File: config.mk
export PLATFORM = sky130hd
export DESIGN_NAME = imm_pack
export DESIGN_NICKNAME = d
export VERILOG_FILES = /design/src/rtl/imm_pack_pkg.sv /design/src/rtl/imm_pack_fmt.sv /design/src/rtl/imm_pack.sv
export SDC_FILE = /design/constraint.sdc
export NUM_CORES = 1
export LEC_CHECK = 0
export ABC_AREA = 1
export CAP_MARGIN = 40
export CORE_MARGIN = 4
export CORE_UTILIZATION = 40
export DETAILED_ROUTE_END_ITERATION = 10
export GPL_TIMING_DRIVEN = 0
export HOLD_SLACK_MARGIN = 0.12
export PLACE_DENSITY = 0.67
export RECOVER_POWER = 50
export SLEW_MARGIN = 25
export SYNTH_ARGS = -nofsm -noshare
export SYNTH_HDL_FRONTEND = slang
export SYNTH_HIERARCHICAL = 1
export SYNTH_SLANG_ARGS = --single-unit
File: constraint.sdc
create_clock -name CLK -period 5.3 [get_ports CLK]
set_input_delay 1.325 -clock CLK [delete_from_list [all_inputs] [get_ports CLK]]
set_output_delay 1.325 -clock CLK [all_outputs]
set_load 0.05 [all_outputs]
File: src/rtl/imm_pack_pkg.sv
// Shared immediate-format encodings and pipeline bundle types for imm_pack.
// Ports: none (package only).
package imm_pack_pkg;

  // Immediate formats; encodings 101-111 are undefined.
  typedef enum logic [2:0] {
    SRC_I = 3'b000,
    SRC_S = 3'b001,
    SRC_B = 3'b010,
    SRC_J = 3'b011,
    SRC_U = 3'b100
  } imm_src_e;

  // Packed instruction word plus its error flags.
  typedef struct packed {
    logic [31:0] instr;
    logic        range_err;
    logic        align_err;
    logic        src_err;
  } pack_t;

  // Sign-extending immediate decoder; pack() is its inverse.
  function automatic logic [31:0] imm_decode(
    input imm_src_e    src,
    input logic [31:0] x
  );
    logic [31:0] r;
    r = '0;
    case (src)
      SRC_I: r = {{20{x[31]}}, x[31:20]};
      SRC_S: r = {{20{x[31]}}, x[31:25], x[11:7]};
      SRC_B: r = {{20{x[31]}}, x[7], x[30:25],
                  x[11:8], 1'b0};
      SRC_J: r = {{12{x[31]}}, x[19:12], x[20],
                  x[30:21], 1'b0};
      SRC_U: r = {x[31:12], 12'b0};
      default: r = '0;
    endcase
    return r;
  endfunction

endpackage

File: src/rtl/imm_pack_fmt.sv
// Combinational immediate packer with range/alignment/format checks.
// Ports: src (format), imm (value), base (instr word) -> res (instr + flags).
module imm_pack_fmt
  import imm_pack_pkg::*;
(
  input  imm_src_e    src,
  input  logic [31:0] imm,
  input  logic [31:0] base,
  output pack_t       res
);

  // High bits must be a pure sign extension of the top kept bit.
  logic is_ok;
  logic bs_ok;
  logic j_ok;

  assign is_ok = (&imm[31:11]) | ~(|imm[31:11]);
  assign bs_ok = (&imm[31:12]) | ~(|imm[31:12]);
  assign j_ok  = (&imm[31:20]) | ~(|imm[31:20]);

  always_comb begin
    res       = '0;
    res.instr = base;
    case (src)
      SRC_I: begin
        res.instr[31:20] = imm[11:0];
        res.range_err    = ~is_ok;
      end
      SRC_S: begin
        res.instr[31:25] = imm[11:5];
        res.instr[11:7]  = imm[4:0];
        res.range_err    = ~is_ok;
      end
      SRC_B: begin
        res.instr[31]    = imm[12];
        res.instr[30:25] = imm[10:5];
        res.instr[11:8]  = imm[4:1];
        res.instr[7]     = imm[11];
        res.range_err    = ~bs_ok;
        res.align_err    = imm[0];
      end
      SRC_J: begin
        res.instr[31]    = imm[20];
        res.instr[30:21] = imm[10:1];
        res.instr[20]    = imm[11];
        res.instr[19:12] = imm[19:12];
        res.range_err    = ~j_ok;
        res.align_err    = imm[0];
      end
      SRC_U: begin
        res.instr[31:12] = imm[31:12];
        res.range_err    = |imm[11:0];
      end
      default: res.src_err = 1'b1;
    endcase
  end

endmodule

File: src/rtl/imm_pack.sv
// Two-stage valid/ready immediate packer with saturating error counter.
// Ports: CLK/Reset, InValid/InReady/ImmSrc/Imm/Base in,
// OutValid/OutReady/Instr/RangeErr/AlignErr/SrcErr/ErrCount out.
module imm_pack
  import imm_pack_pkg::*;
#(
  parameter int CNT_W = 16
) (
  input  logic             CLK,
  input  logic             Reset,
  input  logic             InValid,
  output logic             InReady,
  input  logic [2:0]       ImmSrc,
  input  logic [31:0]      Imm,
  input  logic [31:0]      Base,
  output logic             OutValid,
  input  logic             OutReady,
  output logic [31:0]      Instr,
  output logic             RangeErr,
  output logic             AlignErr,
  output logic             SrcErr,
  output logic [CNT_W-1:0] ErrCount
);

  pack_t fmt_res;
  pack_t s1;
  logic  s1_valid;
  logic  s2_adv;
  logic  any_err;

  imm_pack_fmt u_fmt (
    .src  (imm_src_e'(ImmSrc)),
    .imm  (Imm),
    .base (Base),
    .res  (fmt_res)
  );

  assign s2_adv  = ~OutValid | OutReady;
  assign InReady = ~s1_valid | s2_adv;
  assign any_err = RangeErr | AlignErr | SrcErr;

  always_ff @(posedge CLK or posedge Reset) begin
    if (Reset) begin
      s1_valid <= 1'b0;
      s1       <= '0;
    end else if (InReady) begin
      s1_valid <= InValid;
      if (InValid) s1 <= fmt_res;
    end
  end

  always_ff @(posedge CLK or posedge Reset) begin
    if (Reset) begin
      OutValid <= 1'b0;
      Instr    <= '0;
      RangeErr <= 1'b0;
      AlignErr <= 1'b0;
      SrcErr   <= 1'b0;
    end else if (s2_adv) begin
      OutValid <= s1_valid;
      if (s1_valid) begin
        Instr    <= s1.instr;
        RangeErr <= s1.range_err;
        AlignErr <= s1.align_err;
        SrcErr   <= s1.src_err;
      end
    end
  end

  always_ff @(posedge CLK or posedge Reset) begin
    if (Reset) begin
      ErrCount <= '0;
    end else if (OutValid && OutReady && any_err
                 && ErrCount != '1) begin
      ErrCount <= ErrCount + CNT_W'(1);
    end
  end

endmodule

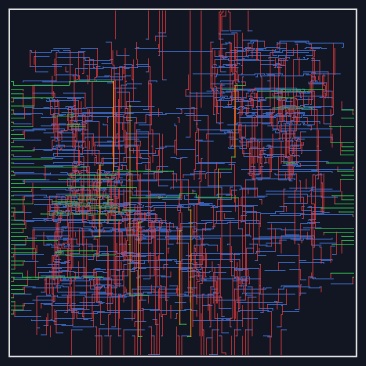
Figure 1: run 1, wiring by layer.
(3 px per µm)
Blue marks metal 1, wire length 5,250 µm. Orange marks metal 4, wire length 262 µm. Green marks metal 3, wire length 848 µm. Red marks metal 2, wire length 5,460 µm.
routed vias: 3,913
Routed WL: 11,800 µm
Global Route Usage Sum: 18.6%
routed length per placed instance: 15.3 µm

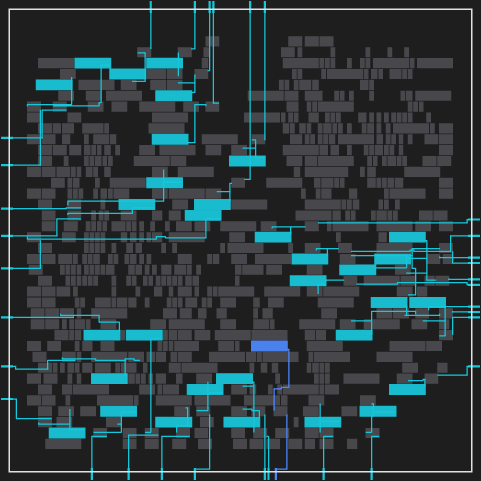
Figure 2: run 1, nets reached from selected ports.
(4 px per µm)
Blue marks RangeErr, bits 1, direction output, edge south, end cells 1, wire 36.0 µm. Cyan marks Instr, bits 32, direction output, edge 10 east, 8 south, 8 west, 6 north, end cells 32, wire 1,080 µm.
io pins: 124
IO Port Bufs: 116

==> deck_impl_summary.md, run 1 <==
Run Summary

Synth
  – EDFF count, synth: 0
  – Synthesis area per yosys: 4600 µm²
  – Post-synth top area cell: dfrtp_1
  – Avg Inst Size Synth: 9.17 µm²
  – Fraction of registers with async set/reset: 100%
  – Main flop type: dfrtp_1
  – Synth Seq Share: 47.8%
  – Post-synth cell types: 34
  – Post-Syn Instances: 502
  – Yosys warns: 6
  – #FFs+latches synth: 88
  – Floorplan Nets: 574
  – Cell total in the yosys stat output: 502
  – Top cells by area: dfrtp_1 (48%), mux2_2 (16%), nand2_1 (11%), nor2_1 (3.9%), inv_1 (3.8%)
  – Post-synth top area share: 47.8%
  – Synthesized area: 4600 µm²

Timing
  – Worst-margin pin slew: 1.48 ns
  – Unrepaired setup endpoints after global routing: false
  – Hold Slack: 0.496 ns
  – Max Clock Freq: 238 MHz
  – Final setup TNS: 0 ns
  – Worst setup margin: 1.11 ns
  – Period utilization: 79.1%
  – Max Clock Skew: 0.00662 ns
  – Finish-stage setup viols: 0
  – Max Slew Vio Count: 0
  – Final Critical Period: 4.19 ns
  – Max transition margin: 1.17%
  – Hold Fails Final Rpt: 0

GRT
  – Remaining Overflow, GRT: 0
  – Met1 usage: 24.2%
  – Initial antenna violation count: 0
  – Met3 global-route usage: 4.11%
  – Met2 Resource Use GR: 29.8%
  – First-pass GRT wire length: 19,600 µm
  – Vias in the first global route: 4,060
  – Grt peak-use layer: met2
  – Largest net degree at the start of global routing: 60

Detailed routing
  – Post-route ant nets: 0
  – DRT iter0 DRCs: 207
  – Avg Vias per Cell: 5.05
  – Length of routed wiring on met1: 5250 µm
  – Met2 Routed Length: 5460 µm
  – Highest routed layer: met4
  – Drt pass-1 iters: 4
  – DR WL met3: 847 µm
  – Post-route DRC: 0

Critical path
  – Critical path buffers and inverters: 3
  – R2R setup slack: 3.29 ns
  – WP data arrival: 2.87 ns
  – Crit start category: input port
  – CP startpoint: OutReady
  – Crit-path max FO: 3
  – Slowest CP cell: clkdlybuf4s50_1
  – Slowest stage delay, CP: 0.82 ns
  – CP Capture Type: output port
  – Worst Setup EP: InReady
  – FF-to-FF Start: ErrCount[0]
  – CP delay by family, top: buffers and inverters
  – WS Path Type: input port to output port
  – Worst EP required: 3.97 ns
  – Crit path depth: 4
  – RR Endpoint: ErrCount[9]
  – FF-to-FF path depth: 8
  – Crit-path cells: dlygate4sd3_1 > inv_1 > nand3_1 > clkdlybuf4s50_1

Final layout
  – Final std cells w/o fill: 775
  – Most frequent cells in the layout: nand2_1 (140), clkdlybuf4s50_1 (114), dfrtp_1 (88)
  – Most instantiated logic cell after routing: nand2_1
  – Nets@finish: 702
  – Post-route cell area: 6230 µm²
  – Area Overhead vs Synth: 35.4%
  – Diode count: 0
  – Layout cells sized above 1: 18.9%
  – Finished Core Util: 56.5%

Placed design
  – Placed Area: 5970 µm²
  – Pre-CTS WS: 1.13 ns
  – # placed instances: 759
  – Global placement routability congestion: 0.906
  – Final HPWL DP: 9110 µm

Die
  – Die y size: 115 µm
  – Core region area: 11,000 µm²
  – FP Util: 41.7%
  – Cell Rows: 38
  – Die width: 115 µm
  – Chip area: 13,300 µm²

Min path
  – Hold depth: 1
  – Hold path start: s1[12]
  – Worst min-delay path class: register to register
  – Worst Hold End: Instr[9]

Clock network
  – Post_cts resized: 0
  – Clock sink total: 88
  – Htree depth: 3
  – Post-CTS setup buffer count: 0
  – Worst-path clk slew: 0.07 ns
  – Hold_buf cts: 0
  – Root Buffer: clkbuf_16
  – CTS tree: built
  – Clock Tree Buf Depth: 2

Job
  – Max-Cap Viols: 0
  – Tool warnings: 26

Power
  – Tot Pwr: 2710 µW
  – Pwr/cell area: 434 nW/µm²
  – Worst VDD drop: 267 µV
  – Leak Pwr: 0.00275 µW

Outcome
  – Outcome: finished, final reports clean
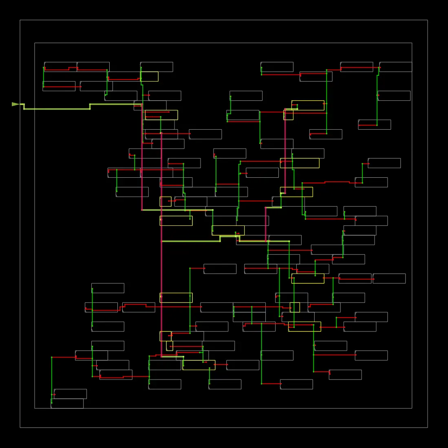
Figure 3: run 1, the clock network.
Power Clock: 649 µW
CTS buffer count: 9
Seq cells: 88
Latency at later pin: 0.34 ns

run 1: power by group:
group / switching (µW) / leakage, µW / internal (µW)
Clock: 270 / 0.000145 / 380
Combinational: 681 / 0.00154 / 427
Sequential: 105 / 0.00107 / 845
Total: 1060 / 0.00275 / 1650
run 1: area by class of cell:
| class | count | area [µm²] |
|---|---|---|
| Clock inverter | 6 | 67.6 |
| Inverter | 51 | 195 |
| Clock buffer | 10 | 239 |
| Fill cell | 997 | 4800 |
| Tap cell | 140 | 175 |
| Timing Repair Buffer | 117 | 1170 |
| Sequential cell | 88 | 2200 |
| Multi-Input combinational cell | 346 | 2060 |
| Buffer | 17 | 128 |
run 1: cells in the mapped netlist (2+ instances only):
| master | n |
|---|---|
| a21oi_1 | 9 |
| a21oi_2 | 2 |
| a22oi_1 | 2 |
| buf_2 | 3 |
| buf_4 | 12 |
| dfrtp_1 | 88 |
| inv_1 | 46 |
| inv_2 | 3 |
| mux2_2 | 67 |
| nand2_1 | 139 |
| nand2_2 | 4 |
| nand3_1 | 27 |
| nand3_2 | 2 |
| nand4_1 | 10 |
| nor2_1 | 48 |
| nor2_2 | 7 |
| nor3_1 | 2 |
| o2111ai_1 | 2 |
| o211ai_1 | 7 |
| o21ai_0 | 4 |
| xnor2_1 | 5 |
run 1: sequential cells by signal, summed over array words and instances (netlist names):
register  cells
s1_valid      1
RangeErr      1
Instr        32
s1           35
ErrCount     16
AlignErr      1
SrcErr        1
OutValid      1
run 1: kinds of logic (layout without fill, tap and decap cells):
kind of cell               Yosys count  after routing  synth area share [%]
AOI/OAI and AO/OA                   28             28                  4.24
xor gates and xnor gates             6              6                  1.14
adders and majority gates            1              1                 0.272
buffers and inverters               68            201                  7.07
DFF                                 88             88                  47.8
muxes                               68             68                  16.7
and+or+nand+nor                    243            243                  22.7
--- run 2 (diff from run 1) ---
- clock period: 5.3 -> 4 ns (I/O delays scaled with it)
==> run 2 against run 1 <==
Cell count unchanged. Critical path depth did not move. Power is 33% higher. Non-clock buffer count is the same. Cell area rose by 0.36%. Sequential share of layout area shrank 0.13 points. Global-route usage did not move. Hold slack is essentially flat. Via count is essentially flat. Critical endpoint unchanged.
==> deck_impl_summary.md, run 2 <==
Run Summary

Timing
  – Max Clock Freq: 282 MHz
  – Unrepaired setup endpoints after global routing: false
  – Worst setup margin: 0.457 ns (-0.650 ns)
  – Max transition margin: 6.70% (+5.5 points)
  – Max Slew Vio Count: 0 (unchanged)
  – Hold Slack: 0.496 ns (-0.00000500 ns)
  – Final Critical Period: 3.54 ns
  – Hold Fails Final Rpt: 0 (unchanged)
  – Finish-stage setup viols: 0 (unchanged)
  – Period utilization: 88.6%
  – Final setup TNS: 0 ns (unchanged)
  – Worst-margin pin slew: 1.39 ns (-0.0907 ns)
  – Max Clock Skew: 0.00662 ns (+0.00000308 ns)

Synth
  – Adder share: 0.272% (unchanged)
  – Avg Inst Size Synth: 9.17 µm² (unchanged)
  – EDFF count, synth: 0 (unchanged)
  – Commonest cells post-synth: nand2_1 (139), dfrtp_1 (88), mux2_2 (67)
  – Dominant comb cell: simple AND/OR/NAND/NOR gates
  – #FFs+latches synth: 88 (unchanged)
  – Post-Syn Instances: 502 (unchanged)
  – Simple share: 22.7% (unchanged)
  – Fraction of registers with async set/reset: 100% (unchanged)
  – Yosys warns: 6 (unchanged)
  – Top cells by area: dfrtp_1 (48%), mux2_2 (16%), nand2_1 (11%), nor2_1 (3.9%), inv_1 (3.8%)
  – Post-synth top area share: 47.8% (unchanged)
  – Yosys xor share: 1.14% (unchanged)
  – Synth Seq Share: 47.8% (unchanged)
  – Synthesized area: 4600 µm² (unchanged)
  – Cell total in the yosys stat output: 502 (unchanged)
  – Main flop type: dfrtp_1
  – Top cell type by instance count after synthesis: nand2_1
  – Synthesis area per yosys: 4600 µm² (unchanged)
  – Post-synth top area cell: dfrtp_1
  – Area fraction in mux cells: 16.7% (unchanged)
  – Yosys aoi share: 4.24% (unchanged)

Clock network
  – Clock Tree Buf Depth: 2 (unchanged)
  – Post_cts resized: 0 (unchanged)
  – Hold_buf cts: 0 (unchanged)
  – Post-CTS setup buffer count: 0 (unchanged)
  – Htree depth: 3 (unchanged)
  – Worst-path clk slew: 0.07 ns (about the same)
  – Latency at later pin: 0.34 ns (about the same)
  – Clock sink total: 88 (unchanged)
  – CTS buffer count: 9 (unchanged)

Critical path
  – Critical path buffers and inverters: 3 (unchanged)
  – Crit-path max FO: 3 (unchanged)
  – CP delay by family, top: buffers and inverters
  – WS Path Type: input port to output port
  – CP Capture Type: output port
  – WP data arrival: 2.54 ns (-0.33 ns)
  – Slowest stage delay, CP: 0.82 ns (about the same)
  – Slowest CP cell: clkdlybuf4s50_1
  – Crit start category: input port

Power
  – Switching pwr: 1400 µW (+33%)
  – Clock share of power: 24.0% (about the same)
  – Comb pwr share: 41.0% (about the same)
  – Net Sw Frac: 39.0% (about the same)
  – Leak Pwr: 0.00276 µW (+0.31%)
  – Pint: 2190 µW (+33%)
  – Pwr/cell area: 574 nW/µm² (+32%)
  – Seq pwr share: 35.1% (about the same)
  – Tot Pwr: 3590 µW (+33%)

Final layout
  – Area Overhead vs Synth: 35.9%
  – Final std cells w/o fill: 775 (unchanged)
  – Nets@finish: 702 (unchanged)
  – Largest register FFs: 35 (unchanged)
  – Most instantiated logic cell after routing: nand2_1
  – Post-route cell area: 6260 µm² (+0.36%)
  – Largest regs: s1 (35), Instr (32), ErrCount (16)
  – Top reg by flops: s1
  – Layout cells sized above 1: 18.9% (unchanged)
  – Most frequent cells in the layout: nand2_1 (140), clkdlybuf4s50_1 (114), dfrtp_1 (88)
  – Fill cells: 995 (-0.20%)
  – Logic area: 2060 µm² (unchanged)
  – Diode count: 0 (unchanged)

Die
  – Core region area: 11,000 µm² (unchanged)
  – FP Util: 41.7% (unchanged)
  – Die width: 115 µm (unchanged)
  – Chip area: 13,300 µm² (unchanged)
  – Io pins: 124 (unchanged)
  – Die y size: 115 µm (unchanged)

GRT
  – Global Route Usage Sum: 18.6% (unchanged)
  – Remaining Overflow, GRT: 0 (unchanged)
  – Vias in the first global route: 4,060 (unchanged)
  – Initial antenna violation count: 0 (unchanged)
  – Largest net degree at the start of global routing: 60 (unchanged)
  – First-pass GRT wire length: 19,600 µm (unchanged)

Placed design
  – IO Port Bufs: 116 (unchanged)
  – # placed instances: 759 (unchanged)
  – Final HPWL DP: 9110 µm (unchanged)
  – Placed Area: 5970 µm² (unchanged)
  – Pre-CTS WS: 0.485 ns (-0.650 ns)

Detailed routing
  – Avg Vias per Cell: 5.05 (about the same)
  – Post-route DRC: 0 (unchanged)
  – Drt pass-1 iters: 4 (unchanged)
  – Post-route ant nets: 0 (unchanged)

Job
  – Max-Cap Viols: 0 (unchanged)
  – Tool warnings: 26 (unchanged)

Min path
  – Worst min-delay path class: register to register

Outcome
  – Outcome: finished, final reports clean
-- run 2: cell count changes in the layout (fill, tap and decap cells not counted), sizes merged --
| cell | change |
|---|---|
| buf | +1 |
| clkbuf | -1 |
-- run 2: layout make-up --
cell class,count,share of cell area [%]
buffer,17,2.04
clock buffer,10,3.82
clock inverter,6,1.08
inverter,51,3.12
multi-input combinational,346,33.0
sequential,88,35.2
tap,140,2.80
timing repair buffer,117,19.0
-- run 2: power groups by stage --
stage               clock network [µW]  logic (µW)  registers [µW]
global route                       917        1550            1290
CTS                                875        1490            1260
global placement                     0        1460            1270
finish                             860        1470            1260
floorplan                            0         398            1820
detailed placement                   0        1490            1280
-- run 2: worst register-to-register path, cell delays in order (launching register included) --
cell	delay [ns]
dfrtp_1	0.42
ha_1	0.28
inv_1	0.07
nor2_2	0.13
nand2_2	0.08
o21bai_1	0.43
inv_1	0.31
nand2_1	0.14
nand2_1	0.05
-- run 2: cells by family after synthesis --
group                      after synthesis
xor gates and xnor gates                 6
DFF                                     88
muxes                                   68
adders and majority gates                1
AOI/OAI and AO/OA                       28
buffers and inverters                   68
and+or+nand+nor                        243
-- run 2: path summary, 6_finish.rpt --
check / startpoint / endpoint / slack [ns] / cells after the start
max reg2reg: ErrCount[0] / ErrCount[9] / 1.99 / 8
min reg2reg: s1[12] / Instr[9] / 0.50 / 1
max in group asynchronous: Reset / s1[27] / 1.73 / 3
min: s1[12] / Instr[9] / 0.50 / 1
max: OutReady / InReady / 0.46 / 4
min in group asynchronous: Reset / Instr[14] / 1.43 / 2
-- run 2: per-layer routing --
layer / GRT usage, % / routed length, µm / up-vias
li1: - / - / 1881
met1: 24.2 / 5240 / 1842
met2: 29.8 / 5470 / 166
met3: 4.11 / 852 / 21
met4: 7.90 / 270 / 0
met5: 0 / 0 / -
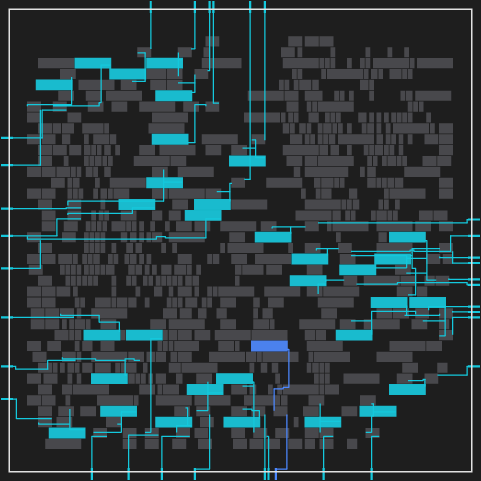
Figure 4: run 2, nets reached from selected ports.
(4 px per µm)
Cyan marks Instr, bits 32, direction output, edge 10 east, 8 south, 8 west, 6 north, end cells 32, wire 1,080 µm. Blue marks RangeErr, bits 1, direction output, edge south, end cells 1, wire 36.0 µm.

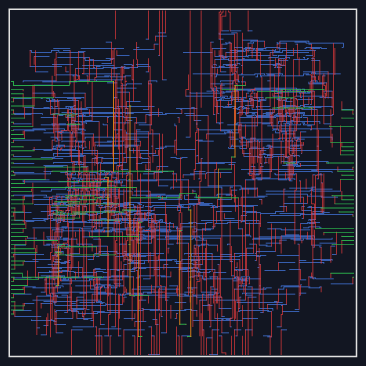
Figure 5: run 2, wiring by layer.
(3 px per µm)
Red marks metal 2, wire length 5,470 µm. Orange marks metal 4, wire length 271 µm. Green marks metal 3, wire length 852 µm. Blue marks metal 1, wire length 5,240 µm.
Routed WL: 11,800 µm
routed length per placed instance: 15.3 µm
routed vias: 3,910

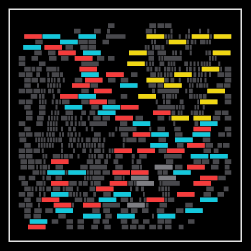
Figure 6: run 2, sequential cells grouped by signal name.
(2 px per µm) Other sequential cells in the stronger grey, the rest of the logic in the fainter grey.
Yellow marks ErrCount, sequential cells 16. Red marks s1, sequential cells 35. Cyan marks Instr, sequential cells 32, where all over the die.
Flop area: 2200 µm²
Finished Core Util: 56.7%

Power is estimated from default activity; no workload was simulated.
